==> config.mk <==
export PLATFORM = sky130hd
export DESIGN_NAME = alu_req_arbiter
export DESIGN_NICKNAME = d
export VERILOG_FILES = /design/src/rtl/alu_req_arbiter.sv
export SDC_FILE = /design/constraint.sdc
export NUM_CORES = 1
export LEC_CHECK = 0
export CAP_MARGIN = 40
export CORE_ASPECT_RATIO = 1.1
export CORE_MARGIN = 2
export CORE_UTILIZATION = 35
export DETAILED_ROUTE_END_ITERATION = 8
export PLACE_DENSITY = 0.75
export SKIP_LAST_GASP = 1
export SLEW_MARGIN = 25
export SYNTH_ARGS = -nofsm -noshare
export SYNTH_HDL_FRONTEND = slang
export SYNTH_SLANG_ARGS = --single-unit
==> constraint.sdc <==
create_clock -name clk_i -period 1.57 [get_ports clk_i]
set_input_delay 0.314 -clock clk_i [delete_from_list [all_inputs] [get_ports clk_i]]
set_output_delay 0.314 -clock clk_i [all_outputs]
set_load 0.05 [all_outputs]
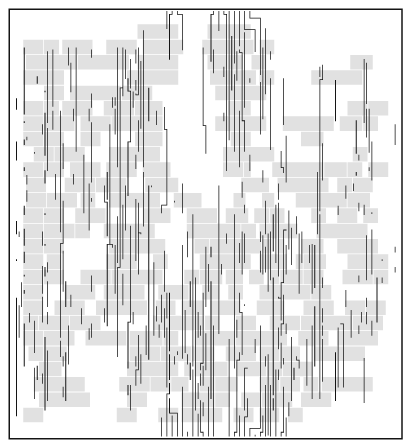
**Above:** run 1 (metal 2).
The layer holds 51% of the routed length. The wires run mostly vertical. 236 nets have wire on it. The layer carries 2080 um of wire.
GR met2 Demand/Resource: 0.284
Post-Route WL: 4.06 mm

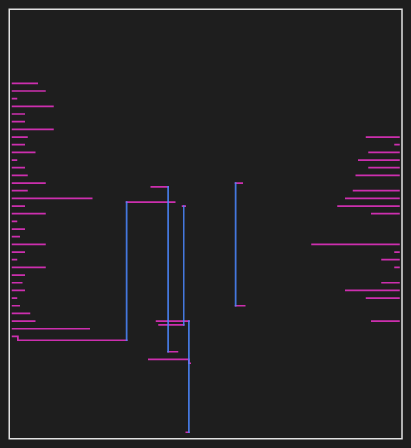
**Above:** run 1 (metal layers overlaid).
Two of the layers only.
metal 3: drawn in magenta, wire length 282 um. metal 4: drawn in blue, wire length 116 um.
WL/cell: 15.3 um
Vias: 1242
gr usage total: 0.160

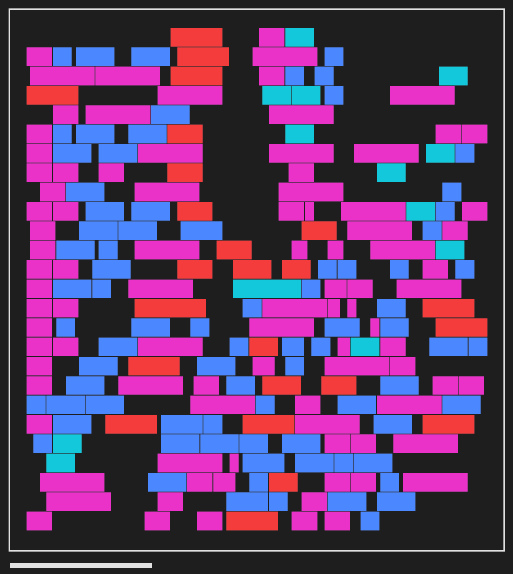
**Above:** run 1 (cell sizes after repair).
The bar under the picture is 20 um long.
_3 and _4 cells: drawn in blue, cells 79, share 38%. _2 cells: drawn in cyan, cells 13, share 6.2%. _6 and larger: drawn in red, cells 24, share 11%. _0 and _1 cells: drawn in magenta, cells 93, share 44%.
final worst-path setup slack: -0.125 ns
Final Cell Area: 0.00291 mm2
Synth-to-Final Area Change: 76.9%
Signal buffers: 101

==> results.ini, run 1 <==
[logic_synthesis]
top_area_frac = 0.471
syn_nets = 156
mux_share = 0.412
synth.distinct_cells = 21
edf_count = 0
aoi_share = 0.0213
xor_area_frac = 0
synth.area.top_cells = dfrtp_1 47%, mux2_4 31%, mux2_2 9.6%
logic_family = multiplexers
synth_seq_share = 0.487
simple_gate_share = 0.0388
syn_area_per_cell_um2 = 16.0
yosysChipArea_mm2 = 0.00165
synthCells = 103
netlist.top_cell.by_area = dfrtp_1
top_cells_by_count = 34 x mux2_4, 31 x dfrtp_1, 14 x mux2_2
synth_top_cell_by_count = mux2_4
ys_cells = 103
yosys.area_share.adder = 0
synthArstFlopShare = 1.00
synth-seq-cells = 32
synth_warnings = 0
synth_area_mm2 = 0.00165
ys.flop_type = dfrtp_1

[placement]
place.gp.congestion = 0.734
numPortBuffers = 85
place_area_mm2 = 0.00262
place_hpwl_mm = 2.82
dp.cells = 244
pre_cts_slack_ns = -0.466

[power]
powerClk_w = 0.000688
top_power_group = combinational logic
comb_power_share = 0.656
seq_cell_power_w = 0.00156
clkPwrFrac = 0.105
powerComb_w = 0.00428
p_seq_frac = 0.238
p_int_w = 0.00367
powerDensity_mw_per_mm2 = 2240
p_sw_frac = 0.437
leakagePower_nw = 1.35
power_w = 0.00653
power_switching_w = 0.00285

[finish]
postLayoutCoreUtil = 0.634
clkbuf_count = 8
seq_area_frac = 0.276
drive_gt1_frac = 0.555
seq_cells = 32
fin_nets = 261
inv_count = 2
antenna_cells = 0
sh_comb_area = 0.294
fill_cells = 340
multi_input_comb_cells = 66
clk_share = 0.0344
final_cell_mix = 50 x clkdlybuf4s50_1, 36 x mux2_4, 32 x buf_4, 31 x dfrtp_1, 12 x mux2_2
area_dominant_class = non-clock buffers
lay_top_count = clkdlybuf4s50_1
layoutNonFillerInstCount = 265
comb_area_um2 = 857

[run]
warning_count = 29
maxCapViolCount = 0

[global_routing]
grt_first_pass_wirelength_mm = 6.66
top_usage_layer = met2
antenna_found_initial = 0
grt_max_degree = 33
grt_pass1_vias = 1383
use_met1 = 0.179
met3_usage = 0.0465

[detailed_routing]
drc = 0
wl_met2_mm = 2.08
dr.pass1.iters = 3
topRoutingLayerUsed = met4
wl_met3_um = 281
drt_iter0_drc = 23
met1_length_mm = 1.58
drtAntennaViolNets = 0
avgViaCountPerCell = 4.69

[timing]
worst_pin_slew_ns = 0.416
fin_crit_sh = 1.08
tns_ns = -0.303
holdWs_ns = 0.508
hold_viol = 0
rsz0062_at_grt = yes
maxSlewViolCount = 0
max_freq_mhz = 590
relSlewSlack = 0.723
finalClockSkew_ns = 0.00641
setup_viol = 8
setup_ws_ns = -0.125

[status]
failed_checks = negative setup slack
outcome = finished, violations left

[critical_path]
cp_slowest_stage_delay_ns = 0.59
crit_cells = 4
rrSetupSlack_ns = -0.02
worst_r2r_path_depth = 4
crit_type = input port to output port
cp_max_fo = 2
end_kind = output port
path_cells = clkdlybuf4s50_1 > clkinvlp_4 > and3_4 > buf_12
critical-path-top-delay-family = buffers and inverters
slowest_stage = clkdlybuf4s50_1
required_ns = 1.26
critical_path_buf_inv_count = 3

[cts]
cts_max_level = 2
cts_tree = built
cts_buffers = 5
cts_root_buf = clkbuf_8
cts_hold_buf = 0
clock-sinks = 32
worstSkewPairLatency_ns = 0.28
cts_setup_buffers = 11
clk_pin_slew_ns = 0.06
cts_resized = 10

[die]
die_h_um = 75.9
die_area_mm2 = 0.00527
die_w_um = 69.4
rows = 26
fp_util = 0.359
tap_cells = 56
io_pins = 86
core_mm2 = 0.00459

[min_path]
min_path_type = register to register
worstHoldPathCells = 1

--- run 2 (diff from run 1) ---
- MAX_ROUTING_LAYER: default -> met4
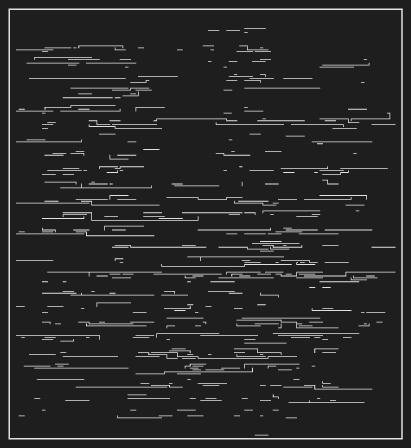
**Above:** run 2 (metal 1).
208 nets have wire on it. The layer holds 40% of the routed length. The wires run mostly horizontal.
met1 GRT Util: 0.186
Post-Route WL: 4.06 mm
Vias: 1238

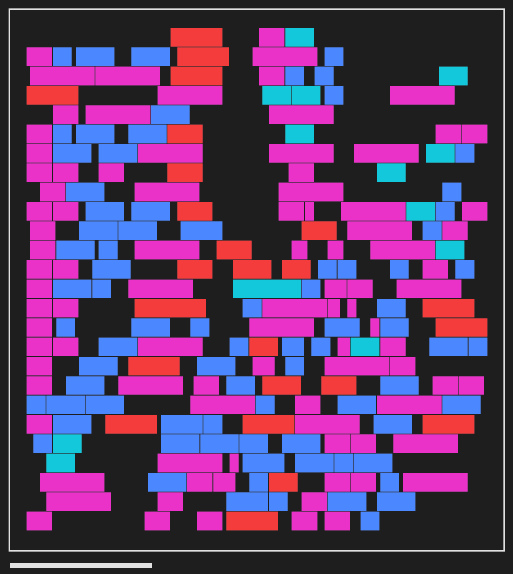
**Above:** run 2 (cell sizes after repair).
The bar under the picture is 20 um long.
_6 and larger: drawn in red, cells 24, share 11%. _3 and _4 cells: drawn in blue, cells 79, share 38%. _2 cells: drawn in cyan, cells 13, share 6.2%. _0 and _1 cells: drawn in magenta, cells 93, share 44%.
final worst-path setup slack: -0.125 ns

==> results.ini, run 2 <==
[status]
outcome = finished, violations left
failed_checks = negative setup slack

[power]
p_int_w = 0.00367  ; about the same
top_power_group = combinational logic
powerDensity_mw_per_mm2 = 2240  ; about the same
powerClk_w = 0.000690  ; about the same
peakVddDrop_mv = 1.30
comb_power_share = 0.656  ; about the same
p_sw_frac = 0.437  ; about the same
seq_cell_power_w = 0.00156  ; about the same
power_w = 0.00653  ; about the same
p_seq_frac = 0.238  ; about the same
clkPwrFrac = 0.106  ; about the same
powerComb_w = 0.00428  ; about the same
leakagePower_nw = 1.35  ; unchanged
power_switching_w = 0.00286  ; about the same

[global_routing]
top_usage_layer = met2
grt_overflow_total = 0
antenna_found_initial = 0  ; unchanged
grt_first_pass_wirelength_mm = 6.66  ; unchanged
grt_use_total = 0.165  ; +0.00486
grt_max_degree = 33  ; unchanged
grt_pass1_vias = 1387  ; +0.29%
met3_usage = 0.0386  ; -0.00798
grt_use_met2 = 0.283  ; -0.000962

[logic_synthesis]
top_area_frac = 0.471  ; unchanged
edf_count = 0  ; unchanged
synth_top_cell_by_count = mux2_4
aoi_share = 0.0213  ; unchanged
synthArstFlopShare = 1.00  ; unchanged
yosysChipArea_mm2 = 0.00165  ; unchanged
synth-seq-cells = 32  ; unchanged
ys.flop_type = dfrtp_1
synthCells = 103  ; unchanged
synth_warnings = 0  ; unchanged
syn_area_per_cell_um2 = 16.0  ; unchanged
synth_seq_share = 0.487  ; unchanged
synth.distinct_cells = 21  ; unchanged
synth.area.top_cells = dfrtp_1 47%, mux2_4 31%, mux2_2 9.6%
netlist.top_cell.by_area = dfrtp_1
syn_nets = 156  ; unchanged
logic_family = multiplexers
xor_area_frac = 0  ; unchanged
ys_cells = 103  ; unchanged
simple_gate_share = 0.0388  ; unchanged
synth_area_mm2 = 0.00165  ; unchanged
yosys.area_share.adder = 0  ; unchanged
mux_share = 0.412  ; unchanged
top_cells_by_count = 34 x mux2_4, 31 x dfrtp_1, 14 x mux2_2

[timing]
worst_pin_slew_ns = 0.416  ; +0.000299 ns
holdWs_ns = 0.508  ; -0.0000850 ns
setup_viol = 8  ; unchanged
max_freq_mhz = 590  ; about the same
setup_ws_ns = -0.125  ; -0.0000540 ns
relSlewSlack = 0.723  ; about the same
maxSlewViolCount = 0  ; unchanged
hold_viol = 0  ; unchanged
finalClockSkew_ns = 0.00664  ; +0.000229 ns
tns_ns = -0.278  ; +0.0246 ns
fin_crit_sh = 1.08  ; about the same
rsz0062_at_grt = yes
period_minus_slack_ns = 1.70

[detailed_routing]
drc = 0  ; unchanged
avgViaCountPerCell = 4.67  ; -0.32%
met1_length_mm = 1.62  ; +2.9%
drt_iter0_drc = 23  ; unchanged
drtAntennaViolNets = 0  ; unchanged
wl_per_cell_um = 15.3  ; about the same
topRoutingLayerUsed = met4
wl_met3_um = 241  ; -14%
dr.pass1.iters = 3  ; unchanged
wl_met2_mm = 2.13  ; +2.5%

[placement]
dp.cells = 244  ; unchanged
place.gp.congestion = 0.743  ; +1.2%
place_area_mm2 = 0.00262  ; unchanged
pre_cts_slack_ns = -0.466  ; unchanged
numPortBuffers = 85  ; unchanged
place_hpwl_mm = 2.82  ; unchanged

[finish]
ff_latch_area_um2 = 802
buffer_area_frac = 0.368
buffers = 101  ; unchanged
clk_share = 0.0344  ; unchanged
area_dominant_class = non-clock buffers
seq_cells = 32  ; unchanged
multi_input_comb_cells = 66  ; unchanged
inv_count = 2  ; unchanged
postLayoutCoreUtil = 0.634  ; unchanged
fin_nets = 261  ; unchanged
sh_comb_area = 0.294  ; unchanged
antenna_cells = 0  ; unchanged
fill_cells = 340  ; unchanged
drive_gt1_frac = 0.555  ; unchanged
final_cell_mix = 50 x clkdlybuf4s50_1, 36 x mux2_4, 32 x buf_4, 31 x dfrtp_1, 12 x mux2_2
clkbuf_count = 8  ; unchanged
final_area_mm2 = 0.00291  ; unchanged
lay_top_count = clkdlybuf4s50_1
comb_area_um2 = 857  ; unchanged
seq_area_frac = 0.276  ; unchanged
area_growth_pct = 76.9  ; unchanged
layoutNonFillerInstCount = 265  ; unchanged

[run]
warning_count = 29  ; unchanged
maxCapViolCount = 0  ; unchanged

[critical_path]
path_cells = clkdlybuf4s50_1 > clkinvlp_4 > and3_4 > buf_12
crit_type = input port to output port
cp_slowest_stage_delay_ns = 0.59  ; about the same
crit_arrival_ns = 1.38
critical_path_buf_inv_count = 3  ; unchanged
cp_max_fo = 2  ; unchanged
rrSetupSlack_ns = -0.01  ; about the same
slowest_stage = clkdlybuf4s50_1
end_kind = output port
critical-path-top-delay-family = buffers and inverters
required_ns = 1.26  ; about the same
worst_r2r_path_depth = 4  ; unchanged
critPathLaunchType = input port
crit_cells = 4  ; unchanged

[cts]
worstSkewPairLatency_ns = 0.28  ; about the same
cts_buffers = 5  ; unchanged
clk_pin_slew_ns = 0.06  ; about the same
cts_hold_buf = 0  ; unchanged
cts_max_level = 2  ; unchanged
cts_setup_buffers = 11  ; unchanged
cts_root_buf = clkbuf_8
cts_resized = 10  ; unchanged
cts.path.max_buffers = 2
cts_tree = built
clock-sinks = 32  ; unchanged

[die]
core_mm2 = 0.00459  ; unchanged
fp_util = 0.359  ; unchanged
tap_cells = 56  ; unchanged
die_area_mm2 = 0.00527  ; unchanged
rows = 26  ; unchanged
die_h_um = 75.9  ; unchanged
io_pins = 86  ; unchanged
die_w_um = 69.4  ; unchanged

[min_path]
worstHoldPathCells = 1  ; unchanged
min_path_type = register to register

